`src/rtl/adder_char_pkg.sv`:
```
// adder_char_pkg: FSM state type and width helpers shared by the characterization engine
package adder_char_pkg;
   typedef enum logic [1:0] {IDLE, SWEEP, DRAIN, DONE} char_state_t;
   function automatic int sum_w(input int w);   return w + 1;     endfunction
   function automatic int err_w(input int w);   return w + 2;     endfunction
   function automatic int count_w(input int w); return 2*w + 1;   endfunction
   function automatic int esum_w(input int w);  return 3*w + 2;   endfunction
   function automatic int asum_w(input int w);  return 3*w + 1;   endfunction
   function automatic int sq_w(input int w);    return 4*w + 2;   endfunction
endpackage

```
`src/rtl/adder_char_engine_accum.sv`:
```
// adder_err_accum: accumulates error statistics of approx vs exact sums
module adder_err_accum import adder_char_pkg::*; #(
   parameter int WIDTH = 8
) (
   input  logic clk,
   input  logic rst,
   input  logic clear,
   input  logic valid,
   input  logic [sum_w(WIDTH)-1:0] exact,
   input  logic [sum_w(WIDTH)-1:0] approx,
   output logic [count_w(WIDTH)-1:0] case_count,
   output logic [count_w(WIDTH)-1:0] err_count,
   output logic signed [esum_w(WIDTH)-1:0] err_sum,
   output logic [asum_w(WIDTH)-1:0] abs_err_sum,
   output logic [sq_w(WIDTH)-1:0] sq_err_sum,
   output logic [sum_w(WIDTH)-1:0] max_abs_err
);
   localparam int SW = sum_w(WIDTH);
   localparam int EW = err_w(WIDTH);
   localparam int PW = 2*WIDTH + 2;
   logic signed [EW-1:0] err;
   logic [SW-1:0] mag;
   logic [PW-1:0] sq;
   always_comb begin
      err = $signed({1'b0, approx}) - $signed({1'b0, exact});
      mag = err[EW-1] ? SW'(-err) : SW'(err);
      sq  = PW'(mag) * PW'(mag);
   end
   always_ff @(posedge clk) begin
      if (rst || clear) begin
         case_count  <= '0;
         err_count   <= '0;
         err_sum     <= '0;
         abs_err_sum <= '0;
         sq_err_sum  <= '0;
         max_abs_err <= '0;
      end else if (valid) begin
         case_count  <= case_count + 1'b1;
         err_count   <= err_count + count_w(WIDTH)'(err != '0);
         err_sum     <= err_sum + esum_w(WIDTH)'(err);
         abs_err_sum <= abs_err_sum + asum_w(WIDTH)'(mag);
         sq_err_sum  <= sq_err_sum + sq_w(WIDTH)'(sq);
         max_abs_err <= mag > max_abs_err ? mag : max_abs_err;
      end
   end
endmodule

```
`src/rtl/adder_char_engine.sv`:
```
// adder_char_engine: exhaustive operand sweep driving an approximate adder and
// accumulating its error statistics against a latency-aligned exact sum.
module adder_char_engine import adder_char_pkg::*; #(
   parameter int WIDTH       = 8,
   parameter int DUT_LATENCY = 0
) (
   input  logic clk,
   input  logic rst,
   input  logic start,
   output logic [WIDTH-1:0] op_a,
   output logic [WIDTH-1:0] op_b,
   output logic op_valid,
   input  logic [sum_w(WIDTH)-1:0] approx_sum,
   output logic busy,
   output logic done,
   output logic [count_w(WIDTH)-1:0] case_count,
   output logic [count_w(WIDTH)-1:0] err_count,
   output logic signed [esum_w(WIDTH)-1:0] err_sum,
   output logic [asum_w(WIDTH)-1:0] abs_err_sum,
   output logic [sq_w(WIDTH)-1:0] sq_err_sum,
   output logic [sum_w(WIDTH)-1:0] max_abs_err
);
   localparam int SW = sum_w(WIDTH);
   localparam int DW = $clog2(DUT_LATENCY + 1) + 1;
   localparam logic [DW-1:0] DRAIN_LAST = DW'(DUT_LATENCY == 0 ? 0 : DUT_LATENCY - 1);
   char_state_t state, nxt;
   logic go, last, drain_end;
   logic [DW-1:0] drain_cnt;
   logic [SW-1:0] exact, al_exact;
   logic al_valid;
   always_comb begin
      go        = start && (state == IDLE || state == DONE);
      last      = state == SWEEP && (&op_a) && (&op_b);
      drain_end = state == DRAIN && drain_cnt == DRAIN_LAST;
      nxt       = go ? SWEEP : last ? (DUT_LATENCY == 0 ? DONE : DRAIN) : drain_end ? DONE : state;
      exact     = SW'(op_a) + SW'(op_b);
   end
   always_ff @(posedge clk) begin
      if (rst) begin
         state     <= IDLE;
         op_a      <= '0;
         op_b      <= '0;
         op_valid  <= 1'b0;
         drain_cnt <= '0;
      end else begin
         state     <= nxt;
         drain_cnt <= state == DRAIN ? drain_cnt + 1'b1 : '0;
         if (go) begin
            {op_a, op_b} <= '0;
            op_valid     <= 1'b1;
         end else if (state == SWEEP) begin
            op_valid <= !last;
            // b is the low half, so a single increment carries into a on b wrap
            if (!last) {op_a, op_b} <= {op_a, op_b} + 1'b1;
         end
      end
   end
   assign busy = state == SWEEP || state == DRAIN;
   assign done = state == DONE;
   generate
      if (DUT_LATENCY == 0) begin : g_comb
         assign al_valid = op_valid;
         assign al_exact = exact;
      end else begin : g_dly
         logic [SW:0] dly [DUT_LATENCY];
         always_ff @(posedge clk) begin
            if (rst) begin
               for (int i = 0; i < DUT_LATENCY; i++) dly[i] <= '0;
            end else begin
               dly[0] <= {op_valid, exact};
               for (int i = 1; i < DUT_LATENCY; i++) dly[i] <= dly[i-1];
            end
         end
         assign {al_valid, al_exact} = dly[DUT_LATENCY-1];
      end
   endgenerate
   adder_err_accum #(.WIDTH(WIDTH)) u_accum (
      .clk(clk),
      .rst(rst),
      .clear(go),
      .valid(al_valid),
      .exact(al_exact),
      .approx(approx_sum),
      .case_count(case_count),
      .err_count(err_count),
      .err_sum(err_sum),
      .abs_err_sum(abs_err_sum),
      .sq_err_sum(sq_err_sum),
      .max_abs_err(max_abs_err)
   );
endmodule

```
`config.mk`:
```
export PLATFORM = sky130hd
export DESIGN_NAME = adder_char_engine
export DESIGN_NICKNAME = d
export VERILOG_FILES = /design/src/rtl/adder_char_pkg.sv /design/src/rtl/adder_char_engine_accum.sv /design/src/rtl/adder_char_engine.sv
export SDC_FILE = /design/constraint.sdc
export NUM_CORES = 1
export LEC_CHECK = 0
export ABC_AREA = 1
export CAP_MARGIN = 40
export CORE_ASPECT_RATIO = 0.7
export CORE_MARGIN = 2
export CORE_UTILIZATION = 40
export CTS_CLUSTER_SIZE = 12
export DETAILED_ROUTE_END_ITERATION = 16
export GPL_TIMING_DRIVEN = 0
export PLACE_DENSITY = 0.68
export SYNTH_ARGS = -nofsm -noshare
export SYNTH_HDL_FRONTEND = slang
export SYNTH_SLANG_ARGS = --single-unit
```
`constraint.sdc`:
```
create_clock -name clk -period 16.05 [get_ports clk]
set_input_delay 2.4075 -clock clk [delete_from_list [all_inputs] [get_ports clk]]
set_output_delay 2.4075 -clock clk [all_outputs]
set_load 0.01 [all_outputs]
```
==> impl_metrics.yaml, run 1 <==
# flow metrics
timing:
  final.setup.tns_ns: 0
  max_freq_ghz: 0.09805
  slew_headroom: 0.4181
  setup-violations-final: 0
  worst_clk_skew_ns: 0.01066
  timing.final.hold_violations: 0
  rsz0062_at_grt: "false"
die:
  total_die_area_um2: 31070
  core-area_um2: 29020
  fp_util: 0.4088
  die_x_um: 209.8
  placementRows: 52
placement:
  globalplace.congestion: 0.9276
  placedInstanceArea_um2: 13940
  detailedPlace.worstSlack_ns: 5.472
grt:
  global_route.usage.total: 0.2331
  grt_start_max_net_pins: 26
  gr-max-usage-layer: "met1"
  grtUsageMet1: 0.3401
  grt_first_pass_wirelength_mm: 56.70
  globalRouteOverflowTotal: 0
power_and_ir_drop:
  sw_frac_of_total: 0.4957
  worst_vdd_rail_ir_drop_uv: 160.4
  seq_cell_power_w: 0.000414
  p_leak_nw: 6.645
  largest_power_group: "combinational cells"
  relative_contribution_of_the_clock_network_to_total_power: 0.178
  p_int_w: 0.001225
  powerComb_w: 0.00158
layout:
  lay_top_count: "sky130_fd_sc_hd__inv_1"
  layoutNonFillerInstCount: 2252
  finish.instance_area_um2: 14560
  biggestRegsByFlops: "u_accum.sq_err_sum x34, u_accum.err_sum x26, u_accum.abs_err_sum x25"
  logic_area_um2: 7526
  utilization: 0.5018
  num-fill-cells: 2819
  final_nets: 2034
  ff_latch_area_um2: 2963
  largest_register_ff_count: 34
  top_register: "u_accum.sq_err_sum"
route:
  first_pass_iters: 5
  drtAntennaViolNets: 0
  drt-initial-drc-count: 992
  route.detailed.drc: 0
yosys:
  number_of_standard_cells_reported_by_yosys: 1682
  enable_flop_cells: 0
  ys_seq_share: 0.2498
  yosys-top-cells-area: "sky130_fd_sc_hd__dfxtp_1 25%, sky130_fd_sc_hd__ha_1 11%, sky130_fd_sc_hd__inv_1 9.8%"
  fp_nets: 1854
  synth_async_sr_flop_share: 0
worst_setup_path:
  worst_ep_arrival_time_ns: 10.53
  worstSetupPathType: "in2reg"
  critical_path_most_common_cell: "sky130_fd_sc_hd__fa_1"
  cpPeakStageDelay_ns: 0.56
status:
  outcome: "complete, no violations"
clock_tree:
  max-clock-path-buffers: 2
  worst_setup_hold_path_clk_slew_ns: 0.06
  cts_tree: "done"
  cts_hold_buf: 0
## run 1: worst paths after layout
kind                                              from                      to  slack, ns  cells past startpoint
worst max-delay path                     approx_sum[0]  u_accum.sq_err_sum[29]       5.85                     31
worst min-delay path            u_accum.sq_err_sum[26]  u_accum.sq_err_sum[26]       0.48                      1
worst max register to register                 op_a[0]  u_accum.sq_err_sum[29]       7.71                     31
worst min register to register  u_accum.sq_err_sum[26]  u_accum.sq_err_sum[26]       0.48                      1
## run 1: area by class of cell
class | instances | area share
Timing Repair Buffer | 161 | 0.1107
Clock inverter | 13 | 0.01194
Inverter | 322 | 0.08301
Multi-Input combinational cell | 1176 | 0.5169
Clock buffer | 18 | 0.03016
Buffer | 36 | 0.01134
Tap cell | 378 | 0.03248
Sequential cell | 148 | 0.2035
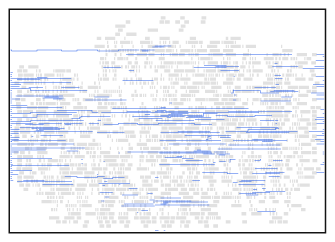
**Above:** run 1 (the metal 3 layer).
Drawn at 1.5 px/um.
nets with wire on the layer: 212
wire length on this layer: 3,420 um
longest straight run: 110 um
main direction: horizontal
final routed wirelength across all metal layers: 35.91 mm
via total after detailed routing: 11,540
GR met3 Demand/Resource: 0.07031

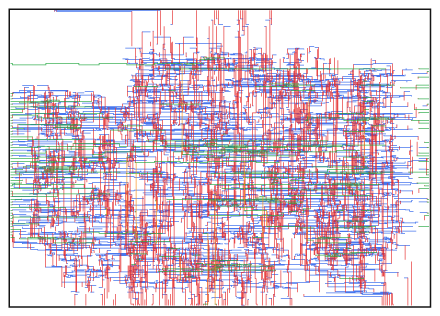
**Above:** run 1 (signal wires by layer).
Drawn at 2 px/um.
| layer | colour | wire length |
|---|---|---|
| met1 | blue | 17,400 um |
| met3 | green | 3,420 um |
| met2 | red | 14,800 um |
| met4 | orange | 340 um |

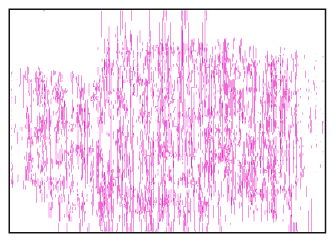
**Above:** run 1 (signal wires on met2).
Drawn at 1.5 px/um.
wire length on this layer: 14,800 um
share of all routed wire: 41%
met2 capacity usage during global routing: 0.3392

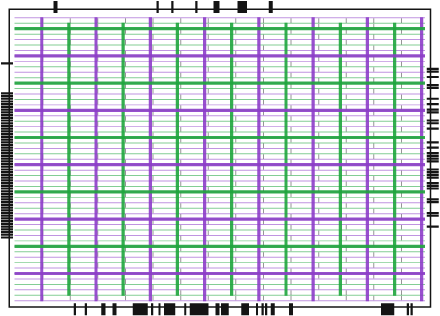
**Above:** run 1 (PDN straps and rails).
Drawn at 2 px/um. Pins as bars on the die edge. Tap cells in grey.
| net | colour |
|---|---|
| VSS | purple |
| VDD | green |
rows: 52
met5 straps: 10
met4 straps: 15
met1 rails: 53

==> run 1 -> run 2 <==
clock period = 10.65 ns   (was 16.05 ns; I/O delays follow)
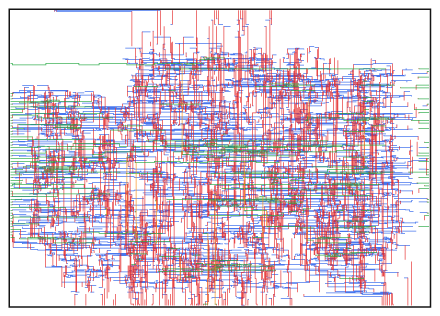
**Above:** run 2 (signal wires by layer).
Drawn at 2 px/um.
| layer | colour | wire length |
|---|---|---|
| met1 | blue | 17,400 um |
| met2 | red | 14,800 um |
| met4 | orange | 340 um |
| met3 | green | 3,420 um |

==> run 2 against run 1 <==
  * Die size did not move
  * Global-route usage unchanged
  * First-iteration DRC count unchanged
  * Largest cell class unchanged
==> impl_metrics.yaml, run 2 <==
# flow metrics
die:
  core-area_um2: 29020
  num_tap_cells: 378
  placementRows: 52
layout:
  layout.clock_buffers: 18
  biggestRegsByFlops: "u_accum.sq_err_sum x34, u_accum.err_sum x26, u_accum.abs_err_sum x25"
  nonClockInverterCount: 322
  buffer_area_frac: 0.1220
  finish.instance_area_um2: 14560
  seq-cell-share: 0.2035
  ff_latch_area_um2: 2963
  largest_register_ff_count: 34
  seq_cell_count: 148
timing:
  slew_headroom: 0.4181
  setup-violations-final: 0
  rsz0062_at_grt: "false"
  timing.final.hold_violations: 0
  max_freq_ghz: 0.1065
power_and_ir_drop:
  p_leak_nw: 6.645
  relative_contribution_of_the_clock_network_to_total_power: 0.178
  largest_power_group: "combinational cells"
  sw_frac_of_total: 0.4957
  powerComb_w: 0.00239
grt:
  grt_start_max_net_pins: 26
  grt_first_pass_wirelength_mm: 56.70
  globalRouteOverflowTotal: 0
route:
  drt-initial-drc-count: 992
  routed-via-count: 11540
  wl_mm: 35.91
worst_setup_path:
  worst_ep_arrival_time_ns: 9.72
yosys:
  fp_nets: 1854
  enable_flop_cells: 0
  number_of_standard_cells_reported_by_yosys: 1682
placement:
  globalplace.congestion: 0.9276
clock_tree:
  max-clock-path-buffers: 2
  worst_setup_hold_path_clk_slew_ns: 0.06
status:
  outcome: "complete, no violations"
[run 2: cell counts after synthesis]
Identical to the previous run, type by type.
[run 2: path summary, 6_finish.rpt]
| kind | start | to | slack, ns | depth (start not counted) |
|---|---|---|---|---|
| min reg2reg | u_accum.sq_err_sum[26] | u_accum.sq_err_sum[26] | 0.48 | 1 |
| min | u_accum.sq_err_sum[26] | u_accum.sq_err_sum[26] | 0.48 | 1 |
| max reg2reg | op_a[0] | u_accum.sq_err_sum[29] | 2.31 | 31 |
| max | approx_sum[0] | u_accum.sq_err_sum[29] | 1.26 | 31 |
[run 2: layer usage]
metal	track usage	routed length [um]	share of wire	vias up
met4	0.04574	339	0.0094	0
met5	0	0	0	-
met2	0.3392	14770	0.41	425
li1	-	-	-	5783
met3	0.07031	3415	0.095	32
met1	0.3401	17390	0.48	5299
